File: config.mk
export PLATFORM = sky130hd
export DESIGN_NAME = mult_ctrl_fsm_flat
export DESIGN_NICKNAME = d
export VERILOG_FILES = /design/src/rtl/mult_ctrl_fsm_pkg.sv /design/src/rtl/mult_ctrl_fsm_if.sv /design/src/rtl/win_sel_counter.sv /design/src/rtl/mult_ctrl_fsm.sv /design/src/flat_wrapper.sv
export SDC_FILE = /design/constraint.sdc
export NUM_CORES = 1
export LEC_CHECK = 0
export CORE_MARGIN = 8
export CORE_UTILIZATION = 44
export DETAILED_ROUTE_END_ITERATION = 8
export MAX_ROUTING_LAYER = met4
export PLACE_DENSITY = 0.71
export SLEW_MARGIN = 20
export SYNTH_ARGS = -nofsm -noshare
export SYNTH_HDL_FRONTEND = slang
export SYNTH_SLANG_ARGS = --single-unit
File: constraint.sdc
create_clock -name clk -period 1.6 [get_ports clk]
set_input_delay 0.32 -clock clk [delete_from_list [all_inputs] [get_ports clk]]
set_output_delay 0.32 -clock clk [all_outputs]
set_load 0.02 [all_outputs]
File: src/rtl/mult_ctrl_fsm_pkg.sv
// Shared types and helpers for the shift-add multiplier control unit.
package mult_ctrl_fsm_pkg;

    typedef enum logic [2:0] {
        StIdle  = 3'd0,
        StLoad  = 3'd1,
        StCheck = 3'd2,
        StAdd   = 3'd3,
        StShift = 3'd4,
        StDone  = 3'd5
    } state_e;

    // Width of a 0..n-1 index, never narrower than one bit.
    function automatic int unsigned sel_width(input int unsigned n);
        return (n < 2) ? 1 : $clog2(n);
    endfunction

endpackage

File: src/rtl/mult_ctrl_fsm_if.sv
// Button, datapath-flag and control/status bundle between the control unit and its neighbours.
interface mult_ctrl_fsm_if
    import mult_ctrl_fsm_pkg::*;
#(
    parameter int unsigned N_WIN = 4
) ();

    localparam int unsigned SelW = sel_width(N_WIN);

    logic            btn_l;
    logic            btn_r;
    logic            btn_c;
    logic            z_flag;
    logic            b0;
    logic            load;
    logic            add_en;
    logic            shift_en;
    logic            busy;
    logic            done;
    logic [SelW-1:0] sel;

    modport master (
        input  btn_l, btn_r, btn_c, z_flag, b0,
        output load, add_en, shift_en, busy, done, sel
    );

    modport slave (
        output btn_l, btn_r, btn_c, z_flag, b0,
        input  load, add_en, shift_en, busy, done, sel
    );

endinterface

File: src/rtl/win_sel_counter.sv
// Display window index: steps up on i_inc, down on i_dec, saturating or wrapping at the ends.
module win_sel_counter
    import mult_ctrl_fsm_pkg::*;
#(
    parameter int unsigned N_WIN = 4,
    parameter int unsigned WRAP  = 0
) (
    input  logic                           clk,
    input  logic                           rst_n,
    input  logic                           i_inc,
    input  logic                           i_dec,
    output logic [sel_width(N_WIN)-1:0]    o_sel
);

    localparam int unsigned     SelW   = sel_width(N_WIN);
    localparam logic [SelW-1:0] SelMax = SelW'(N_WIN - 1);

    logic [SelW-1:0] r_sel;

    // Simultaneous inc and dec cancel out.
    always_ff @(posedge clk or negedge rst_n) begin
        if (!rst_n) begin
            r_sel <= '0;
        end else if (i_inc && !i_dec) begin
            if (r_sel == SelMax) r_sel <= (WRAP != 0) ? '0 : SelMax;
            else                 r_sel <= r_sel + SelW'(1);
        end else if (i_dec && !i_inc) begin
            if (r_sel == '0) r_sel <= (WRAP != 0) ? SelMax : '0;
            else             r_sel <= r_sel - SelW'(1);
        end
    end

    assign o_sel = r_sel;

endmodule

File: src/rtl/mult_ctrl_fsm.sv
// Shift-add multiplier sequencer with button edge detection and a scrolling display window.
module mult_ctrl_fsm
    import mult_ctrl_fsm_pkg::*;
#(
    parameter int unsigned N_BITS = 8,
    parameter int unsigned N_WIN  = 4,
    parameter int unsigned WRAP   = 0
) (
    input  logic            clk,
    input  logic            rst_n,
    mult_ctrl_fsm_if.master io_bus
);

    localparam int unsigned      IterW   = $clog2(N_BITS + 1);
    localparam logic [IterW-1:0] IterMax = IterW'(N_BITS);
    localparam int unsigned      SelW    = sel_width(N_WIN);

    state_e          r_state;
    logic [IterW-1:0] r_iter;
    logic            r_load;
    logic            r_add;
    logic            r_shift;
    logic            r_busy;
    logic            r_done;
    logic            r_btn_l;
    logic            r_btn_r;
    logic            r_btn_c;
    logic            w_l_edge;
    logic            w_r_edge;
    logic            w_c_edge;
    logic [SelW-1:0] w_sel;

    always_ff @(posedge clk or negedge rst_n) begin
        if (!rst_n) begin
            r_btn_l <= 1'b0;
            r_btn_r <= 1'b0;
            r_btn_c <= 1'b0;
        end else begin
            r_btn_l <= io_bus.btn_l;
            r_btn_r <= io_bus.btn_r;
            r_btn_c <= io_bus.btn_c;
        end
    end

    assign w_l_edge = io_bus.btn_l & ~r_btn_l;
    assign w_r_edge = io_bus.btn_r & ~r_btn_r;
    assign w_c_edge = io_bus.btn_c & ~r_btn_c;

    // Outputs are registered alongside the state so each one is valid for the state it belongs to.
    always_ff @(posedge clk or negedge rst_n) begin
        if (!rst_n) begin
            r_state <= StIdle;
            r_iter  <= '0;
            r_load  <= 1'b0;
            r_add   <= 1'b0;
            r_shift <= 1'b0;
            r_busy  <= 1'b0;
            r_done  <= 1'b0;
        end else begin
            r_load  <= 1'b0;
            r_add   <= 1'b0;
            r_shift <= 1'b0;
            if (w_c_edge) begin
                // Start, or abort and restart, from any state.
                r_state <= StLoad;
                r_iter  <= '0;
                r_load  <= 1'b1;
                r_busy  <= 1'b1;
                r_done  <= 1'b0;
            end else begin
                case (r_state)
                    StIdle, StDone: begin
                    end
                    StLoad: begin
                        r_state <= StCheck;
                    end
                    StCheck: begin
                        if (io_bus.z_flag || (r_iter == IterMax)) begin
                            r_state <= StDone;
                            r_busy  <= 1'b0;
                            r_done  <= 1'b1;
                        end else if (io_bus.b0) begin
                            r_state <= StAdd;
                            r_add   <= 1'b1;
                        end else begin
                            r_state <= StShift;
                            r_shift <= 1'b1;
                        end
                    end
                    StAdd: begin
                        r_state <= StShift;
                        r_shift <= 1'b1;
                    end
                    StShift: begin
                        r_state <= StCheck;
                        r_iter  <= r_iter + IterW'(1);
                    end
                    default: begin
                        r_state <= StIdle;
                        r_busy  <= 1'b0;
                        r_done  <= 1'b0;
                    end
                endcase
            end
        end
    end

    win_sel_counter #(
        .N_WIN (N_WIN),
        .WRAP  (WRAP)
    ) u_win_sel (
        .clk   (clk),
        .rst_n (rst_n),
        .i_inc (w_l_edge),
        .i_dec (w_r_edge),
        .o_sel (w_sel)
    );

    assign io_bus.load     = r_load;
    assign io_bus.add_en   = r_add;
    assign io_bus.shift_en = r_shift;
    assign io_bus.busy     = r_busy;
    assign io_bus.done     = r_done;
    assign io_bus.sel      = w_sel;

endmodule

File: src/flat_wrapper.sv
// flat-port wrapper written by rule: the top's interface ports become plain ports
module mult_ctrl_fsm_flat import mult_ctrl_fsm_pkg::*;
#(
    parameter int unsigned N_BITS = 8,
    parameter int unsigned N_WIN  = 4,
    parameter int unsigned WRAP   = 0
)
  (clk, rst_n, io_bus_btn_l, io_bus_btn_r, io_bus_btn_c, io_bus_z_flag, io_bus_b0, io_bus_load, io_bus_add_en, io_bus_shift_en, io_bus_busy, io_bus_done, io_bus_sel);
  mult_ctrl_fsm_if #(.N_WIN(N_WIN)) io_bus_i ();
  input  logic clk;
  input  logic rst_n;
  input wire logic [$bits(io_bus_i.btn_l)-1:0] io_bus_btn_l;
  input wire logic [$bits(io_bus_i.btn_r)-1:0] io_bus_btn_r;
  input wire logic [$bits(io_bus_i.btn_c)-1:0] io_bus_btn_c;
  input wire logic [$bits(io_bus_i.z_flag)-1:0] io_bus_z_flag;
  input wire logic [$bits(io_bus_i.b0)-1:0] io_bus_b0;
  output wire logic [$bits(io_bus_i.load)-1:0] io_bus_load;
  output wire logic [$bits(io_bus_i.add_en)-1:0] io_bus_add_en;
  output wire logic [$bits(io_bus_i.shift_en)-1:0] io_bus_shift_en;
  output wire logic [$bits(io_bus_i.busy)-1:0] io_bus_busy;
  output wire logic [$bits(io_bus_i.done)-1:0] io_bus_done;
  output wire logic [$bits(io_bus_i.sel)-1:0] io_bus_sel;
  assign io_bus_i.btn_l = io_bus_btn_l;
  assign io_bus_i.btn_r = io_bus_btn_r;
  assign io_bus_i.btn_c = io_bus_btn_c;
  assign io_bus_i.z_flag = io_bus_z_flag;
  assign io_bus_i.b0 = io_bus_b0;
  assign io_bus_load = io_bus_i.load;
  assign io_bus_add_en = io_bus_i.add_en;
  assign io_bus_shift_en = io_bus_i.shift_en;
  assign io_bus_busy = io_bus_i.busy;
  assign io_bus_done = io_bus_i.done;
  assign io_bus_sel = io_bus_i.sel;
  mult_ctrl_fsm #(.N_BITS(N_BITS), .N_WIN(N_WIN), .WRAP(WRAP)) u_core (.clk(clk), .rst_n(rst_n), .io_bus(io_bus_i));
endmodule
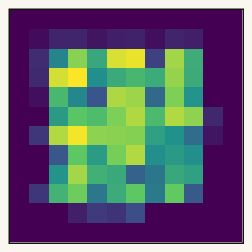
cell_density.png
Scale: 4 px per um. The die is cut into 12 by 12 equal tiles; dark purple is low, yellow is high, 0 to 100% covered.
fullest tile	100%
nearly empty tiles	42%
emptiest ninth of the die	south-east
pre-placement core utilization: 46.22%
final core utilization: 62.07%
core footprint: 0.001689 mm^2

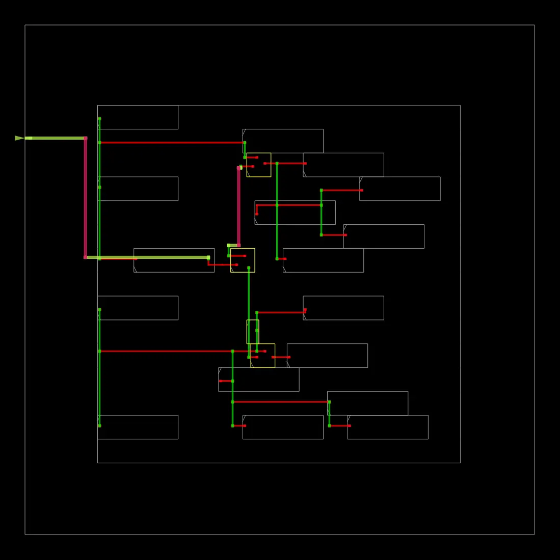
clocks.png
Latency at later pin: 0.28 ns
total number of sequential cells: 17
Clock Sink Count: 17
power dissipated in the clock network: 0.224 mW
worst clock skew on the final layout: 0.005501 ns

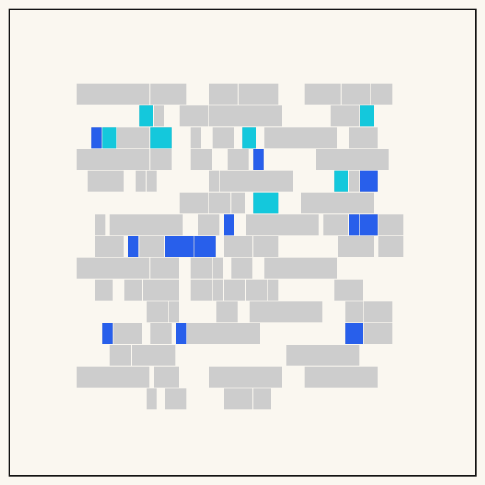
logic_types.png
Scale: 8 px per um.
color	family	cells	most used
blue	nor cells	12	nor2_1
cyan	aoi and oai cells	7	a21oi_1
logic gate fraction of the total cell area: 31.26%
commonest non-fill, non-tap cell in the layout: sky130_fd_sc_hd__dfrtp_1
final std cells w/o fill: 115

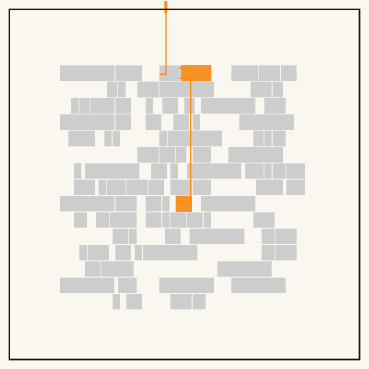
io_fan.png
Scale: 6 px per um.
color	port	bits	direction	edge	end cells	buffers	wire
orange	io_bus_b0	1	input	north	2	1	37.0 um
count of input and output buffers: 13
I/O pins: 14

how the worst max path moves through the flow:
stage	slack, ns	startpoint	depth (start not counted)	to
after floorplan	0.006	u_core.r_iter[0]	5	u_core.r_state[2]
after global placement	-0.03	io_bus_btn_l	4	u_core.u_win_sel.o_sel[0]
after detailed placement	-0.08	io_bus_btn_l	6	u_core.u_win_sel.o_sel[0]
after CTS	0.0005	u_core.r_iter[0]	5	u_core.r_state[2]
after global routing	-0.08	u_core.r_iter[0]	5	u_core.r_state[2]
final	-0.02	u_core.r_iter[0]	5	u_core.r_state[2]
final cells by class:
cell class,count,area share [%]
Timing Repair Buffer,25,21.48
Tap cell,17,2.029
Clock buffer,4,2.506
Multi-Input combinational cell,46,31.26
Sequential cell,17,40.57
Inverter,6,2.148
==> run summary <==
Implementation results. The run finished, with violations left. The checks that failed: negative setup slack. Final critical-path setup slack landed at -0.01590 ns.

The worst register-to-register path depth is 5. The synthesis stats list as the most numerous cell sky130_fd_sc_hd__dfrtp_1. Tally of max-capacitance violations landed at 0. Overall power of the completed layout landed at 1.380 mW. The final hold violation count recorded for this run is 0.

Yosys synthesis chip area landed at roughly 780 um^2. Recorded from the global router log, the overflow total was 0. After synthesis, the most frequently instantiated cells are sky130_fd_sc_hd__dfrtp_1, sky130_fd_sc_hd__nor2_1, sky130_fd_sc_hd__inv_1. Using the TritonRoute via totals, the vias-per-cell ratio works out to 5.348. Xor and xnor area share after synthesis landed at approximately 3.4%. Proportion of layout cells with a drive suffix above 1 landed at 19.39%. Broken down by cell family, the worst path's largest delay share belongs to simple AND/OR/NAND/NOR gates.

Worst setup slack for register-to-register paths landed at -0.02 ns. Largest net degree at the start of global routing landed at 18. Die outline height landed at 58.13 um. Summing the areas of all compound-gate instances in the mapped netlist gives 10.42% of the synthesized area.

Number of failing setup endpoints in the final timing report landed at 1.
Power is estimated from default activity; no workload was simulated.
